==> config.mk <==
export PLATFORM = sky130hd
export DESIGN_NAME = seq_restoring_divider_flat
export DESIGN_NICKNAME = d
export VERILOG_FILES = /design/src/rtl/seq_restoring_divider_if.sv /design/src/rtl/seq_restoring_divider.sv /design/src/flat_wrapper.sv
export SDC_FILE = /design/constraint.sdc
export NUM_CORES = 1
export LEC_CHECK = 0
export CORE_MARGIN = 8
export CORE_UTILIZATION = 35
export CTS_CLUSTER_DIAMETER = 80
export CTS_CLUSTER_SIZE = 12
export DETAILED_ROUTE_END_ITERATION = 8
export DONT_BUFFER_PORTS = 1
export GPL_TIMING_DRIVEN = 0
export PLACE_DENSITY = 0.56
export SYNTH_ARGS = -nofsm -noshare
export SYNTH_HDL_FRONTEND = slang
export SYNTH_SLANG_ARGS = --single-unit
==> constraint.sdc <==
create_clock -name clk -period 2 [get_ports clk]
set_clock_uncertainty 0.05 [all_clocks]
set_input_delay 0.6 -clock clk [delete_from_list [all_inputs] [get_ports clk]]
set_output_delay 0.6 -clock clk [all_outputs]
set_load 0.02 [all_outputs]
==> src/rtl/seq_restoring_divider_if.sv <==
// Handshake and data bundle for the sequential restoring divider.
//   start/dividend/divisor : request side (driven by the master)
//   busy/done/quotient/remainder/div_by_zero : result side (driven by the divider)
interface seq_restoring_divider_if #(
  parameter int unsigned DW = 8,
  parameter int unsigned VW = 4
) ();
  logic          start;
  logic [DW-1:0] dividend;
  logic [VW-1:0] divisor;
  logic          busy;
  logic          done;
  logic [DW-1:0] quotient;
  logic [VW-1:0] remainder;
  logic          div_by_zero;

  // Divider side
  modport slave (
    input  start, dividend, divisor,
    output busy, done, quotient, remainder, div_by_zero
  );

  // Requester side
  modport master (
    output start, dividend, divisor,
    input  busy, done, quotient, remainder, div_by_zero
  );
endinterface

==> src/rtl/seq_restoring_divider.sv <==
// Sequential radix-2 restoring divider: one quotient bit per enabled clock.
//   clk   : rising-edge clock
//   rst_n : asynchronous active-low reset
//   ena   : global enable; when low all state holds and start is ignored
//   bus   : start/dividend/divisor in; busy/done/quotient/remainder/div_by_zero out
module seq_restoring_divider #(
  parameter int unsigned DW = 8,
  parameter int unsigned VW = 4
) (
  input  logic                    clk,
  input  logic                    rst_n,
  input  logic                    ena,
  seq_restoring_divider_if.slave  bus
);

  localparam int unsigned CW = (DW > 1) ? $clog2(DW) : 1;

  typedef enum logic [1:0] {
    S_IDLE = 2'd0,
    S_RUN  = 2'd1,
    S_DONE = 2'd2
  } state_e;

  state_e        state_q, state_d;
  logic [DW-1:0] q_q, q_d;
  logic [VW-1:0] r_q, r_d;
  logic [VW-1:0] dv_q, dv_d;
  logic [CW-1:0] cnt_q, cnt_d;
  logic          busy_q, busy_d;
  logic          done_q, done_d;
  logic [DW-1:0] quo_q, quo_d;
  logic [VW-1:0] rem_q, rem_d;
  logic          dbz_q, dbz_d;

  logic [VW:0]   shift_c;
  logic          borrow_c;
  logic [VW-1:0] trial_c;
  logic [DW-1:0] q_next_c;
  logic [VW-1:0] r_next_c;

  // One restoring step. The partial remainder is always below the divisor,
  // so a successful subtraction fits back into VW bits.
  always_comb begin
    shift_c  = {r_q, q_q[DW-1]};
    borrow_c = (shift_c < {1'b0, dv_q});
    trial_c  = shift_c[VW-1:0] - dv_q;
    q_next_c = {q_q[DW-2:0], ~borrow_c};
    r_next_c = borrow_c ? shift_c[VW-1:0] : trial_c;
  end

  // Next-state and output logic
  always_comb begin
    state_d = state_q;
    q_d     = q_q;
    r_d     = r_q;
    dv_d    = dv_q;
    cnt_d   = cnt_q;
    busy_d  = busy_q;
    done_d  = done_q;
    quo_d   = quo_q;
    rem_d   = rem_q;
    dbz_d   = dbz_q;

    if (ena) begin
      unique case (state_q)
        S_IDLE, S_DONE: begin
          if (bus.start) begin
            if (bus.divisor == '0) begin
              // Divide by zero resolves immediately without iterating
              state_d = S_DONE;
              busy_d  = 1'b0;
              done_d  = 1'b1;
              quo_d   = '1;
              rem_d   = '0;
              dbz_d   = 1'b1;
            end else begin
              // div_by_zero only ever describes a result that is being shown
              state_d = S_RUN;
              busy_d  = 1'b1;
              done_d  = 1'b0;
              dbz_d   = 1'b0;
              q_d     = bus.dividend;
              dv_d    = bus.divisor;
              r_d     = '0;
              cnt_d   = CW'(DW - 1);
            end
          end
        end
        S_RUN: begin
          q_d = q_next_c;
          r_d = r_next_c;
          if (cnt_q == '0) begin
            state_d = S_DONE;
            busy_d  = 1'b0;
            done_d  = 1'b1;
            quo_d   = q_next_c;
            rem_d   = r_next_c;
          end else begin
            cnt_d = cnt_q - CW'(1);
          end
        end
        default: begin
          state_d = S_IDLE;
          busy_d  = 1'b0;
          done_d  = 1'b0;
        end
      endcase
    end
  end

  // State and output registers
  always_ff @(posedge clk or negedge rst_n) begin
    if (!rst_n) begin
      state_q <= S_IDLE;
      q_q     <= '0;
      r_q     <= '0;
      dv_q    <= '0;
      cnt_q   <= '0;
      busy_q  <= 1'b0;
      done_q  <= 1'b0;
      quo_q   <= '0;
      rem_q   <= '0;
      dbz_q   <= 1'b0;
    end else begin
      state_q <= state_d;
      q_q     <= q_d;
      r_q     <= r_d;
      dv_q    <= dv_d;
      cnt_q   <= cnt_d;
      busy_q  <= busy_d;
      done_q  <= done_d;
      quo_q   <= quo_d;
      rem_q   <= rem_d;
      dbz_q   <= dbz_d;
    end
  end

  assign bus.busy        = busy_q;
  assign bus.done        = done_q;
  assign bus.quotient    = quo_q;
  assign bus.remainder   = rem_q;
  assign bus.div_by_zero = dbz_q;

endmodule

==> src/flat_wrapper.sv <==
// flat-port wrapper written by rule: the top's interface ports become plain ports
module seq_restoring_divider_flat 
#(
  parameter int unsigned DW = 8,
  parameter int unsigned VW = 4
)
  (clk, rst_n, ena, bus_start, bus_dividend, bus_divisor, bus_busy, bus_done, bus_quotient, bus_remainder, bus_div_by_zero);
  seq_restoring_divider_if #(.DW(DW), .VW(VW)) bus_i ();
  input  logic clk;
  input  logic rst_n;
  input  logic ena;
  input wire logic [$bits(bus_i.start)-1:0] bus_start;
  input wire logic [$bits(bus_i.dividend)-1:0] bus_dividend;
  input wire logic [$bits(bus_i.divisor)-1:0] bus_divisor;
  output wire logic [$bits(bus_i.busy)-1:0] bus_busy;
  output wire logic [$bits(bus_i.done)-1:0] bus_done;
  output wire logic [$bits(bus_i.quotient)-1:0] bus_quotient;
  output wire logic [$bits(bus_i.remainder)-1:0] bus_remainder;
  output wire logic [$bits(bus_i.div_by_zero)-1:0] bus_div_by_zero;
  assign bus_i.start = bus_start;
  assign bus_i.dividend = bus_dividend;
  assign bus_i.divisor = bus_divisor;
  assign bus_busy = bus_i.busy;
  assign bus_done = bus_i.done;
  assign bus_quotient = bus_i.quotient;
  assign bus_remainder = bus_i.remainder;
  assign bus_div_by_zero = bus_i.div_by_zero;
  seq_restoring_divider #(.DW(DW), .VW(VW)) u_core (.clk(clk), .rst_n(rst_n), .ena(ena), .bus(bus_i));
endmodule
### Where the registers sit, run 1

Bar = 20 microns. Other sequential cells in the stronger gray, the rest of the logic in the fainter gray.
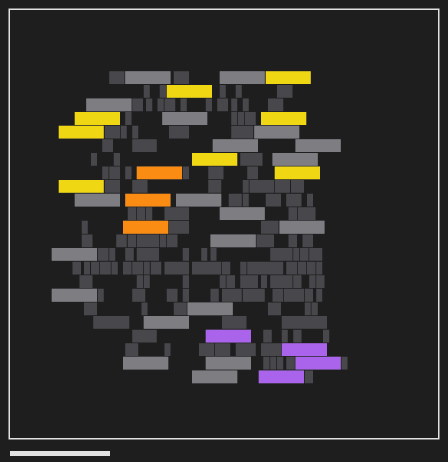
`u_core.dv_q`: shown in purple, flops 4. `u_core.bus.quotient`: shown in yellow, flops 8. `u_core.cnt_q`: shown in orange, flops 3.
Another 20 sequential cells are not colored.
Seq area share: 0.456
fin util: 0.409

### Routing congestion, run 1

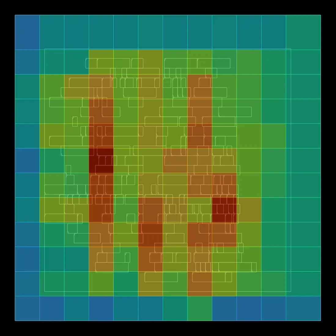
GRT Max-Usage Layer: met2
GR Util met3: 0.0506

==> summary.txt, run 1 <==
flow finished, numbers: ao+oa area frac=0.192, tool warnings=28, syn_nets=approximately 190, post-synthesis async set-or-reset flop share=1.00, Max Cap Violations=0, dominant logic cell type in the layout=dfrtp_1, FILL cells=~460, total gr overflow=0, inverters=8, PnR worst setup slack=around 0.11 ns, M1 GR Usage=0.124, Pwr Density=between 1500 and 2000 nW/um^2, Hold Fails Final Rpt=0, Clk pwr share=0.145, sequential share of power=0.415, total clock sinks=35, nonclk buf count=9, YS chip area=between 1500 and 2000 sq um, Comb group=between 1.5 and 2 mW, R2R setup slack=approximately 0.11 ns, r2r worst-path depth=9, highest routed layer=met4, Netlist cell types=35, status=completed, Hold WC Path Type=input pin to async pin, CP endpoint kind=flop, Relative slew margins=0.671, Post-synth seq share=0.516, chip area=~7300 sq um, cells in synth_stat.txt=approximately 170, Gate Area=788 sq um, sequential cell area=~880 sq um, critical path peak fanout=3, fin. max-slew vios=0, synth warn=0, Area Overhead vs Synth=13.2%, Yosys top cell by area=dfrtp_1, start point of the critical path=u_core.q_q[7]$_DFFE_PN0P_, Max-area cell share=0.516, Levels on crit path=9, Cells after Synth=169, period utilisation layout=0.946, largest net degree at the start of global routing=36, f_max=528 MHz, DP Worst Slack=-0.210 ns, seq_cells=35, Worst Path Required=approximately 2.1 ns, buffers plus inverters on the worst setup path=2, first-pass GRT wire length=6.62 mm, clk cell area share=0.0443, Critical Path Sink=u_core.r_q[2]$_DFFE_PN0P_, WS Path Type=flop to flop, Max H-tree Level=2, Synth top cell by count=dfrtp_1, crit path cell chain=inv_1 > ha_1 > inv_1 > fa_1 > nor2_2 > a21oi_1 > nor2_1 > a21oi_1 > a32o_1, final setup TNS=0 ns, Ant. Diodes=0, #FFs+latches synth=35, sequential logic power=roughly 1.5 mW, vias per std cell=~5.6, I/O pins=31, combinational share of cell area=0.410, # hold bufs at CTS=1, routed wl met2=2.01 mm, yosys simple share=0.169, Mux cell area share=0.0258, Final ANT Viol Nets=0, Cell Area, Synth=1700 sq um, die height=roughly 86 microns, Clock Path Buffers=2, r2r endpoint=u_core.r_q[2]$_DFFE_PN0P_, Comb gates=roughly 120, Dominant comb cell=AND-OR/OR-AND gates, post-CTS resize count=3, P_clk=about 510 uW, met3 wire len=between 300 and 400 microns, Avg WL per Cell=17.2 microns, Post-synth top flop=dfrtp_1, port bufs=0, Post-Layout Cell Count=about 230, DRC viols=0, final WL=4.03 mm, placed cell areas=around 1800 sq um, EDFF count, synth=0, Top area cell types=dfrtp_1 52%, nand2_1 6.6%, ha_1 4.4%, CP delay by family, top=adder cells, initial antenna violation count=0, GR Util met2=0.192, sw frac=0.432, CLK BUF=6, Syn Area/Cell=~10 sq um, Reg-to-Reg Start=u_core.q_q[7]$_DFFE_PN0P_, vias=around 1300, P_int=approximately 2.0 mW, CTS tree=built, crit path launch type=flop, buffering overhead=0.0384, Final HPWL DP=between 2 and 3 mm, most frequent cells in the layout=35 x dfrtp_1, 29 x nand2_1, 14 x nor2_1, number of global-route vias before repair=roughly 1400, Leakage=about 0.85 nW, Worst Path Arrival=2.02 ns, maximum VDD drop=about 0.00063 V, Total GRT Usage=0.116, Placed Cells incl. Taps=between 200 and 250, clock slew at reported path FFs=around 0.07 ns, Least-Margin Pin Slew=~0.5 ns, chip width=approximately 86 microns, share of cells above drive strength 1=0.161, Final min period=between 1.5 and 2 ns, global placer's final weighted congestion=0.820, buffers inserted by post-CTS timing repair=1, root buffer cell=clkbuf_8, Biggest consumer=combinational cells, Initial DRC Count=around 61, Min Hold Slack=0.0875 ns, CTS Buf Count=5, post-layout power=about 3.5 mW, clk_lat worst skew=about 0.29 ns, Net Sw Power=~1.5 mW, Worst path slowest cell=fa_1, top post-synthesis cells by count=35 x dfrtp_1, 30 x nand2_1, 16 x nor2_1, 11 x o21ai_0, 8 x inv_1, Largest cell class=sequential cells, Tap Cells=roughly 54, FP Core Util=0.362, endpoints failing setup=0, Logic pwr share=0.440, Post-Synth Adder-Cell Area=0.0560, area fraction in xor and xnor cells=0, Critical Path Max Stage Delay=between 0.4 and 0.5 ns, # nets final=a little over 200
### Placement by cell class, run 1

Bar = 20 microns.
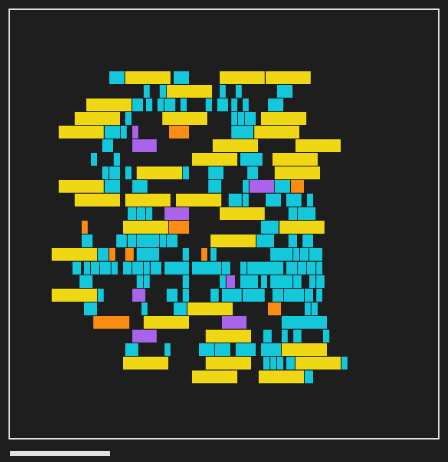
clock drivers and dummy loads: shown in purple, cells 8. all other logic: shown in cyan, cells 128. flops: shown in yellow, cells 35. other buffers and delay cells: shown in orange, cells 9.
Core Footprint: 4690 sq um
FP Rows: 25
fin area: 1920 sq um

==> run 2, diff against run 1 <==
Settings changed: CTS_BUF_LIST set to sky130_fd_sc_hd__clkbuf_4 sky130_fd_sc_hd__clkbuf_8, TNS_END_PERCENT set to 30.
### Routed metal, one color a layer, run 2

Bar = 20 microns. Two of the layers only.
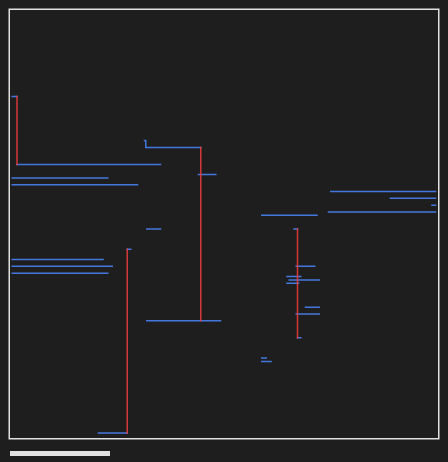
met3: shown in blue, wire length 260 microns. met4: shown in red, wire length 107 microns.
final WL: 4.03 mm
vias: 1294
Total GRT Usage: 0.114
Avg WL per Cell: 17.1 microns

### Selected gate families, run 2

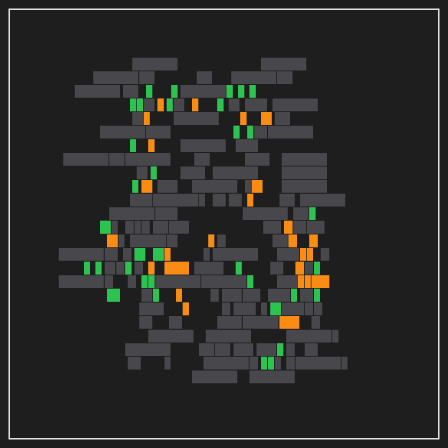
NAND gates: shown in green, cells 34. NOR gates: shown in orange, cells 26.
combinational share of cell area: 0.405
Post-Layout Cell Count: 235
dominant logic cell type in the layout: dfrtp_1

==> run 2 against run 1 <==
  * Sequential share of layout area about the same
  * Worst setup slack worse by 0.068 ns
  * Non-clock buffer count is 1 higher
  * Synthesized cell count is the same
  * Die size unchanged
  * Core utilization about the same
  * Highest routed layer unchanged
  * Critical path depth fell by 2
  * Critical path type unchanged
  * Global-route usage fell by 0.25 points
  * Register-to-register slack worse by 0.07 ns
  * Via count down 0.92%
==> summary.txt, run 2 <==
flow finished, numbers: GR Util met2=0.183, r2r worst-path depth=7, CTS Buf Count=5, Leakage=approximately 0.86 nW, syn_nets=around 190, endpoints failing setup=0, clk cell area share=0.0462, Max-area cell share=0.516, # nets final=203, Clock Path Buffers=2, total gr overflow=0, initial antenna violation count=0, yosys simple share=0.169, fin util=0.410, Least-Margin Pin Slew=0.470 ns, final setup TNS=0 ns, post-CTS resize count=3, fin area=around 1900 sq um, nonclk buf count=10, Ant. Diodes=0, GRT Max-Usage Layer=met2, vias per std cell=5.51, met3 wire len=roughly 260 microns, sequential cell area=between 800 and 900 sq um, number of global-route vias before repair=1284, Comb group=1.57 mW, EDFF count, synth=0, tool warnings=28, CTS tree=built, Placed Cells incl. Taps=between 200 and 250, inverters=8, Clk pwr share=0.144, placed cell areas=between 1500 and 2000 sq um, Largest cell class=sequential cells, buffers inserted by post-CTS timing repair=1, P_clk=just over 500 uW, FP Rows=25, largest net degree at the start of global routing=36, Max Cap Violations=0, Area Overhead vs Synth=13.3%, Post-synth seq share=0.516, I/O pins=31, FILL cells=roughly 480, maximum VDD drop=roughly 0.00055 V, buffering overhead=0.0423, synth warn=0, f_max=roughly 500 MHz, Logic pwr share=0.444, M1 GR Usage=0.130, #FFs+latches synth=35, FP Core Util=0.362, Worst Path Required=between 2 and 2.5 ns, Reg-to-Reg Start=u_core.r_q[1]$_DFFE_PN0P_, GR Util met3=0.0449, Post-Synth Adder-Cell Area=0.0560, die height=around 86 microns, sequential logic power=around 1.5 mW, Cell Area, Synth=1700 sq um, Relative slew margins=0.685, first-pass GRT wire length=around 6.5 mm, PnR worst setup slack=about 0.040 ns, Min Hold Slack=approximately 0.089 ns, Final min period=1.96 ns, DRC viols=0, Yosys top cell by area=dfrtp_1, R2R setup slack=about 0.04 ns, CLK BUF=6, Worst Path Arrival=approximately 2.1 ns, status=completed, clk_lat worst skew=about 0.29 ns, fin. max-slew vios=0, Critical Path Max Stage Delay=0.41 ns, CP endpoint kind=flop, Mux cell area share=0.0258, share of cells above drive strength 1=0.160, post-synthesis async set-or-reset flop share=1.00, Synth top cell by count=dfrtp_1, Gate Area=between 700 and 800 sq um, cells in synth_stat.txt=approximately 170, Seq area share=0.456, Top area cell types=dfrtp_1 52%, nand2_1 6.6%, ha_1 4.4%, chip area=7330 sq um, Core Footprint=4690 sq um, Netlist cell types=35
Power is estimated from default activity; no workload was simulated.
